--- config.mk ---
export PLATFORM = sky130hd
export DESIGN_NAME = dm_sba_splitter_flat
export DESIGN_NICKNAME = d
export VERILOG_FILES = /design/src/rtl/dm_sba_splitter_if.sv /design/src/rtl/dm_sba_splitter.sv /design/src/flat_wrapper.sv
export SDC_FILE = /design/constraint.sdc
export NUM_CORES = 1
export LEC_CHECK = 0
export ABC_CLOCK_PERIOD_IN_PS = 33100
export CAP_MARGIN = 20
export CORE_AREA = 2 2 180 182
export CTS_CLUSTER_DIAMETER = 200
export DETAILED_ROUTE_END_ITERATION = 8
export DIE_AREA = 0 0 182 184
export GPL_ROUTABILITY_DRIVEN = 0
export PLACE_DENSITY = 0.91
export SYNTH_ARGS = -nofsm -noshare
export SYNTH_HDL_FRONTEND = slang
export SYNTH_SLANG_ARGS = --single-unit
export TNS_END_PERCENT = 50
--- constraint.sdc ---
create_clock -name clk_i -period 33.1 [get_ports clk_i]
set_input_delay 8.275 -clock clk_i [delete_from_list [all_inputs] [get_ports clk_i]]
set_output_delay 8.275 -clock clk_i [all_outputs]
set_load 0.02 [all_outputs]
--- src/rtl/dm_sba_splitter_if.sv ---
`default_nettype none
// ============================================================================
// dm_sba_splitter_if
// SBA request/completion and system bus master signals for dm_sba_splitter.
// Revision: 1.0
// ============================================================================
interface dm_sba_splitter_if #(
   parameter int BusWidth = 32
);
   logic                  dmactive_i;
   logic                  req_i;
   logic                  we_i;
   logic [BusWidth-1:0]   addr_i;
   logic [2:0]            size_i;
   logic [127:0]          wdata_i;
   logic                  gnt_o;
   logic                  rvalid_o;
   logic [127:0]          rdata_o;
   logic                  err_o;
   logic                  master_req_o;
   logic [BusWidth-1:0]   master_add_o;
   logic                  master_we_o;
   logic [BusWidth-1:0]   master_wdata_o;
   logic [BusWidth/8-1:0] master_be_o;
   logic                  master_gnt_i;
   logic                  master_r_valid_i;
   logic [BusWidth-1:0]   master_r_rdata_i;
   logic                  master_r_err_i;

   // splitter side: it masters the system bus
   modport master (
      input  dmactive_i, req_i, we_i, addr_i, size_i, wdata_i,
      output gnt_o, rvalid_o, rdata_o, err_o,
      output master_req_o, master_add_o, master_we_o, master_wdata_o, master_be_o,
      input  master_gnt_i, master_r_valid_i, master_r_rdata_i, master_r_err_i
   );

   // SBA engine and bus slave side
   modport slave (
      output dmactive_i, req_i, we_i, addr_i, size_i, wdata_i,
      input  gnt_o, rvalid_o, rdata_o, err_o,
      input  master_req_o, master_add_o, master_we_o, master_wdata_o, master_be_o,
      output master_gnt_i, master_r_valid_i, master_r_rdata_i, master_r_err_i
   );
endinterface
`default_nettype wire

--- src/rtl/dm_sba_splitter.sv ---
`default_nettype none
// ============================================================================
// dm_sba_splitter
// Replays one SBA access of up to 128 bits as aligned bus beats and merges reads.
// Revision: 1.0
// ============================================================================
module dm_sba_splitter #(
   parameter int BusWidth = 32
) (
   input  logic              clk_i,
   input  logic              rst_i,
   dm_sba_splitter_if.master bus
);
   localparam int c_w     = BusWidth / 8;
   localparam int c_lw    = $clog2(c_w);
   localparam int c_beats = 128 / BusWidth;
   localparam int c_bw    = $clog2(c_beats);
   localparam logic [c_w:0]      c_one_w = 1;
   localparam logic [BusWidth:0] c_one_b = 1;

   typedef enum logic [2:0] {
      S_IDLE, S_ISSUE, S_WAIT, S_DONE, S_DRAIN
   } state_t;

   state_t                           r_state, w_next;
   logic                             r_we, r_err;
   logic [BusWidth-1:0]              r_addr;
   logic [2:0]                       r_size;
   logic [1:0]                       r_beat;
   logic [c_beats-1:0][BusWidth-1:0] r_wdata, r_acc;

   logic                w_gnt, w_rvalid, w_bad, w_single, w_last, w_req;
   logic [3:0]          w_amask;
   logic [1:0]          w_nm1;
   logic [c_bw-1:0]     w_lane;
   logic [c_lw-1:0]     w_off;
   logic [c_w-1:0]      w_bytemask, w_be;
   logic [BusWidth-1:0] w_bitmask, w_wbeat, w_rbeat;

   assign w_amask  = 4'((5'd1 << bus.size_i) - 5'd1);
   assign w_bad    = (bus.size_i > 3'd4) || ((bus.addr_i[3:0] & w_amask) != 4'd0);
   assign w_lane   = r_beat[c_bw-1:0];
   assign w_off    = r_addr[c_lw-1:0];
   assign w_single = (r_size <= 3'(c_lw));
   assign w_last   = (r_beat == w_nm1);

   always_comb begin
      w_nm1 = 2'd0;
      if (r_size > 3'(c_lw)) begin
         w_nm1 = 2'((3'd1 << (r_size - 3'(c_lw))) - 3'd1);
      end
   end

   // Sub-word accesses move between byte lane 0 and the addressed lane
   assign w_bytemask = c_w'((c_one_w << (1 << r_size)) - c_one_w);
   assign w_bitmask  = BusWidth'((c_one_b << (8 << r_size)) - c_one_b);

   always_comb begin
      w_be    = '1;
      w_wbeat = r_wdata[w_lane];
      w_rbeat = bus.master_r_rdata_i;
      if (w_single) begin
         w_be    = w_bytemask << w_off;
         w_wbeat = r_wdata[0] << {w_off, 3'b000};
         w_rbeat = (bus.master_r_rdata_i >> {w_off, 3'b000}) & w_bitmask;
      end
   end

   always_ff @(posedge clk_i or posedge rst_i) begin
      if (rst_i) begin
         r_state <= S_IDLE;
      end else begin
         r_state <= w_next;
      end
   end

   always_comb begin
      w_next   = r_state;
      w_gnt    = 1'b0;
      w_rvalid = 1'b0;
      case (r_state)
         S_IDLE: begin
            w_gnt = bus.req_i & bus.dmactive_i;
            if (w_gnt) begin
               w_next = w_bad ? S_DONE : S_ISSUE;
            end
         end
         S_ISSUE: begin
            if (!bus.dmactive_i) begin
               w_next = S_IDLE;
            end else if (bus.master_gnt_i) begin
               w_next = S_WAIT;
            end
         end
         S_WAIT: begin
            if (!bus.dmactive_i) begin
               w_next = bus.master_r_valid_i ? S_IDLE : S_DRAIN;
            end else if (bus.master_r_valid_i) begin
               w_next = (bus.master_r_err_i || w_last) ? S_DONE : S_ISSUE;
            end
         end
         S_DONE: begin
            w_rvalid = 1'b1;
            w_next   = S_IDLE;
         end
         S_DRAIN: begin
            if (bus.master_r_valid_i) begin
               w_next = S_IDLE;
            end
         end
         default: w_next = S_IDLE;
      endcase
   end

   always_ff @(posedge clk_i or posedge rst_i) begin
      if (rst_i) begin
         r_we    <= 1'b0;
         r_addr  <= '0;
         r_size  <= 3'd0;
         r_wdata <= '0;
         r_beat  <= 2'd0;
         r_acc   <= '0;
         r_err   <= 1'b0;
      end else if (w_gnt) begin
         r_we    <= bus.we_i;
         r_addr  <= bus.addr_i;
         r_size  <= bus.size_i;
         r_wdata <= bus.wdata_i;
         r_beat  <= 2'd0;
         r_acc   <= '0;
         r_err   <= w_bad;
      end else if (r_state == S_WAIT && bus.dmactive_i && bus.master_r_valid_i) begin
         if (!r_we) begin
            r_acc[w_lane] <= w_rbeat;
         end
         r_err <= r_err | bus.master_r_err_i;
         if (!(bus.master_r_err_i || w_last)) begin
            r_beat <= r_beat + 2'd1;
         end
      end
   end

   // Request withdraws in the same cycle the debug module goes inactive
   assign w_req              = (r_state == S_ISSUE) && bus.dmactive_i;
   assign bus.master_req_o   = w_req;
   assign bus.master_add_o   = w_req ? r_addr + (BusWidth'(r_beat) << c_lw) : '0;
   assign bus.master_we_o    = w_req & r_we;
   assign bus.master_wdata_o = w_req ? w_wbeat : '0;
   assign bus.master_be_o    = w_req ? w_be : '0;

   assign bus.gnt_o    = w_gnt;
   assign bus.rvalid_o = w_rvalid;
   assign bus.err_o    = r_err;
   assign bus.rdata_o  = r_err ? '0 : r_acc;
endmodule
`default_nettype wire
--- src/flat_wrapper.sv ---
// flat-port wrapper written by rule: the top's interface ports become plain ports
module dm_sba_splitter_flat 
#(
   parameter int BusWidth = 32
)
  (clk_i, rst_i, bus_dmactive_i, bus_req_i, bus_we_i, bus_addr_i, bus_size_i, bus_wdata_i, bus_gnt_o, bus_rvalid_o, bus_rdata_o, bus_err_o, bus_master_req_o, bus_master_add_o, bus_master_we_o, bus_master_wdata_o, bus_master_be_o, bus_master_gnt_i, bus_master_r_valid_i, bus_master_r_rdata_i, bus_master_r_err_i);
  dm_sba_splitter_if #(.BusWidth(BusWidth)) bus_i ();
  input  logic clk_i;
  input  logic rst_i;
  input wire logic [$bits(bus_i.dmactive_i)-1:0] bus_dmactive_i;
  input wire logic [$bits(bus_i.req_i)-1:0] bus_req_i;
  input wire logic [$bits(bus_i.we_i)-1:0] bus_we_i;
  input wire logic [$bits(bus_i.addr_i)-1:0] bus_addr_i;
  input wire logic [$bits(bus_i.size_i)-1:0] bus_size_i;
  input wire logic [$bits(bus_i.wdata_i)-1:0] bus_wdata_i;
  output wire logic [$bits(bus_i.gnt_o)-1:0] bus_gnt_o;
  output wire logic [$bits(bus_i.rvalid_o)-1:0] bus_rvalid_o;
  output wire logic [$bits(bus_i.rdata_o)-1:0] bus_rdata_o;
  output wire logic [$bits(bus_i.err_o)-1:0] bus_err_o;
  output wire logic [$bits(bus_i.master_req_o)-1:0] bus_master_req_o;
  output wire logic [$bits(bus_i.master_add_o)-1:0] bus_master_add_o;
  output wire logic [$bits(bus_i.master_we_o)-1:0] bus_master_we_o;
  output wire logic [$bits(bus_i.master_wdata_o)-1:0] bus_master_wdata_o;
  output wire logic [$bits(bus_i.master_be_o)-1:0] bus_master_be_o;
  input wire logic [$bits(bus_i.master_gnt_i)-1:0] bus_master_gnt_i;
  input wire logic [$bits(bus_i.master_r_valid_i)-1:0] bus_master_r_valid_i;
  input wire logic [$bits(bus_i.master_r_rdata_i)-1:0] bus_master_r_rdata_i;
  input wire logic [$bits(bus_i.master_r_err_i)-1:0] bus_master_r_err_i;
  assign bus_i.dmactive_i = bus_dmactive_i;
  assign bus_i.req_i = bus_req_i;
  assign bus_i.we_i = bus_we_i;
  assign bus_i.addr_i = bus_addr_i;
  assign bus_i.size_i = bus_size_i;
  assign bus_i.wdata_i = bus_wdata_i;
  assign bus_gnt_o = bus_i.gnt_o;
  assign bus_rvalid_o = bus_i.rvalid_o;
  assign bus_rdata_o = bus_i.rdata_o;
  assign bus_err_o = bus_i.err_o;
  assign bus_master_req_o = bus_i.master_req_o;
  assign bus_master_add_o = bus_i.master_add_o;
  assign bus_master_we_o = bus_i.master_we_o;
  assign bus_master_wdata_o = bus_i.master_wdata_o;
  assign bus_master_be_o = bus_i.master_be_o;
  assign bus_i.master_gnt_i = bus_master_gnt_i;
  assign bus_i.master_r_valid_i = bus_master_r_valid_i;
  assign bus_i.master_r_rdata_i = bus_master_r_rdata_i;
  assign bus_i.master_r_err_i = bus_master_r_err_i;
  dm_sba_splitter #(.BusWidth(BusWidth)) u_core (.clk_i(clk_i), .rst_i(rst_i), .bus(bus_i));
endmodule
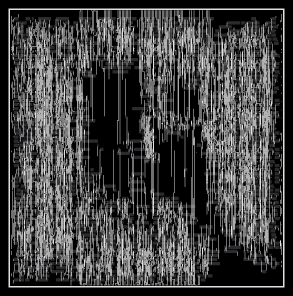
**Above:** run 1 (metal 2).
Scale: 1.5 px per um.
longest straight run: 71.1 um
wire length on this layer: 25.6 mm
nets with wire on the layer: 1958
main direction: vertical
share of all routed wire: 47%
vias after detailed routing: 15200
M2 GR Usage: 0.530
total wire length after detailed routing: 54400 um

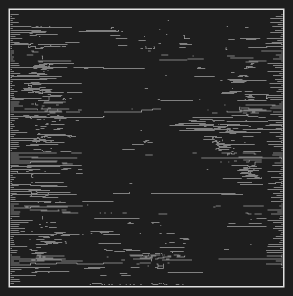
**Above:** run 1 (M3 wires).
Scale: 1.5 px per um.
longest straight run: 56.1 um
main direction: horizontal
share of all routed wire: 9.5%

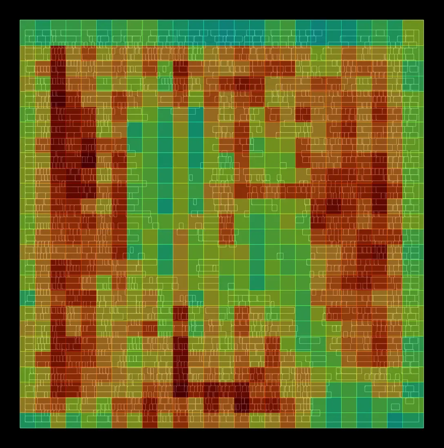
**Above:** run 1 (congestion heat map).
Total GRT Usage: 0.318
met3 demand-to-capacity share in global routing: 0.0622
per-cell routed wire length: 21.5 um

==> Slide: Implementation Results, run 1 <==
Run Summary

Logic synthesis
  – Cells in synth_stat.txt: 1781
  – Post-synth net total: 1994
  – Max-area cell share: 0.479
  – Most area-hungry cell type in the Yosys netlist: sky130_fd_sc_hd__dfrtp_1
  – Yosys simple share: 0.283
  – Area of the synthesized netlist per yosys stat: between 15000 and 20000 um2
  – Synth Cell Area: 15600 um2
  – Share of synthesized area occupied by flip-flops and latches: 0.479
  – Avg Cell Area, Syn: 8.74 um2

Place
  – Worst slack after detailed placement: between 10000 and 15000 ps
  – Post-placement cell count: 2470

Clocking
  – Clk sinks: 298
  – Total CTS buffers: 30
  – Post-CTS Setup Bufs: 0
  – CTS clk-pin slew, worst paths: 60 ps
  – Hold buffer count at CTS: 0
  – Level count of the clock H-tree: 1
  – Worst-skew pair later-pin latency: 560 ps

Critical path
  – Worst R2R End: u_core.r_wdata[28]
  – Maximum net fanout on the critical path: 49
  – Chain of cells forming the critical path: clkdlybuf4s50_1 -> nand2b_1 -> or2_2 -> buf_12 -> inv_1 -> nand2_1 -> mux2i_1 -> clkdlybuf4s50_1
  – Launching instance or port of the critical path: bus_dmactive_i

Timing
  – TNS Setup: 0 ps
  – Number of max-slew violations in the final report: 0
  – Number of hold violations in the final report: 0
  – Period minus WS final: about 19000 ps
  – Highest Clock Rate: 0.0519 GHz
  – # setup viols final: 0

Power and ir drop
  – Power in combinational cells: 0.607 mW
  – Proportion of power drawn by combinational gates: 0.391
  – Switching share of total power: 0.415
  – Design internal power: 0.910 mW
  – Clock network power share: 0.230

Outcome
  – Run status: finished clean

Drt
  – Starting DRC count in detailed routing: 1724
  – Number of vias per cell after detailed routing: 6.01
  – WL met3: 5180 um

Final layout
  – Share of cell area taken by flip-flops and latches: 0.359
  – Number of sequential cells in the layout: roughly 300
  – Post-route cell area: just over 20000 um2
  – Area growth syn-to-layout: 33.6%
  – Ant. Diodes: 1

Flow run
  – OpenROAD warning count: 31

Global routing
  – Leftover overflow at the end of global routing: 0

Hold path
  – Min-Delay Path Depth: 2
  – Class of the most critical hold timing path: flop to flop
==> inputs of run 2 (changes only) <==
Settings changed: ABC_CLOCK_PERIOD_IN_PS 33100 to 18000.
Clock period 33.1 ns to 18 ns, I/O delays scaled along.
==> run 2 against run 1 <==
Compared with the run above: critical path depth stayed put; worst hold slack about the same; total power grew 84%; clock power up 89%; largest cell class unchanged; critical path type unchanged.
==> Slide: Implementation Results, run 2 <==
Run Summary

Clocking
  – Level count of the clock H-tree: 1 (unchanged)
  – Clk sinks: 298 (unchanged)
  – CTS clk-pin slew, worst paths: 60 ps (about the same)
  – Hold buffer count at CTS: 0 (unchanged)
  – Total CTS buffers: 31 (+3.3%)
  – Worst-skew pair later-pin latency: 560 ps (about the same)

Logic synthesis
  – Synth Cell Area: 15600 um2 (unchanged)
  – Avg Cell Area, Syn: 8.74 um2 (unchanged)
  – Cells in synth_stat.txt: 1781 (unchanged)
  – Area of the synthesized netlist per yosys stat: 15600 um2 (unchanged)
  – Post-synth net total: 1994 (unchanged)
  – Yosys simple share: 0.283 (unchanged)

Timing
  – Number of max-slew violations in the final report: 0 (unchanged)
  – # setup viols final: 0 (unchanged)
  – Highest Clock Rate: roughly 0.086 GHz
  – TNS Setup: 0 ps (unchanged)
  – Period minus WS final: between 10000 and 15000 ps

Final layout
  – Share of cell area taken by flip-flops and latches: 0.359 (-0.000540)
  – Post-route cell area: 20800 um2 (+0.15%)
  – Area growth syn-to-layout: 33.8%

Place
  – Worst slack after detailed placement: 6030 ps (-7500 ps)
  – Post-placement cell count: 2471 (+0.040%)

Global routing
  – Total GRT Usage: 0.316 (-0.00176)
  – Leftover overflow at the end of global routing: 0 (unchanged)
  – M2 GR Usage: 0.535 (+0.00427)
  – Met3 demand-to-capacity share in global routing: 0.0620 (-0.000198)

Critical path
  – Worst R2R End: u_core.r_size[2]
  – Launching instance or port of the critical path: bus_dmactive_i

Outcome
  – Run status: finished clean

Power and ir drop
  – Design internal power: 1.68 mW (+85%)
  – Power in combinational cells: 1.11 mW (+83%)
  – Clock network power share: 0.236 (+0.006)

Drt
  – Per-cell routed wire length: 21.2 um (-1.3%)
  – Number of vias per cell after detailed routing: 5.97 (-0.68%)
  – Vias after detailed routing: 15100 (-0.60%)
  – Total wire length after detailed routing: 53700 um (-1.2%)

Flow run
  – OpenROAD warning count: 31 (unchanged)
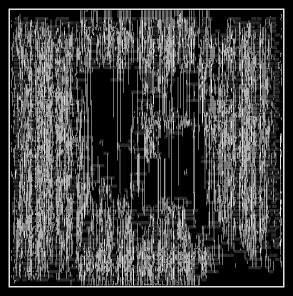
**Above:** run 2 (metal 2).
Scale: 1.5 px per um.
wire length on this layer: 25.7 mm
longest straight run: 102 um
main direction: vertical
nets with wire on the layer: 1953

Power figures rest on the tool's default switching activity, not on a simulated workload.
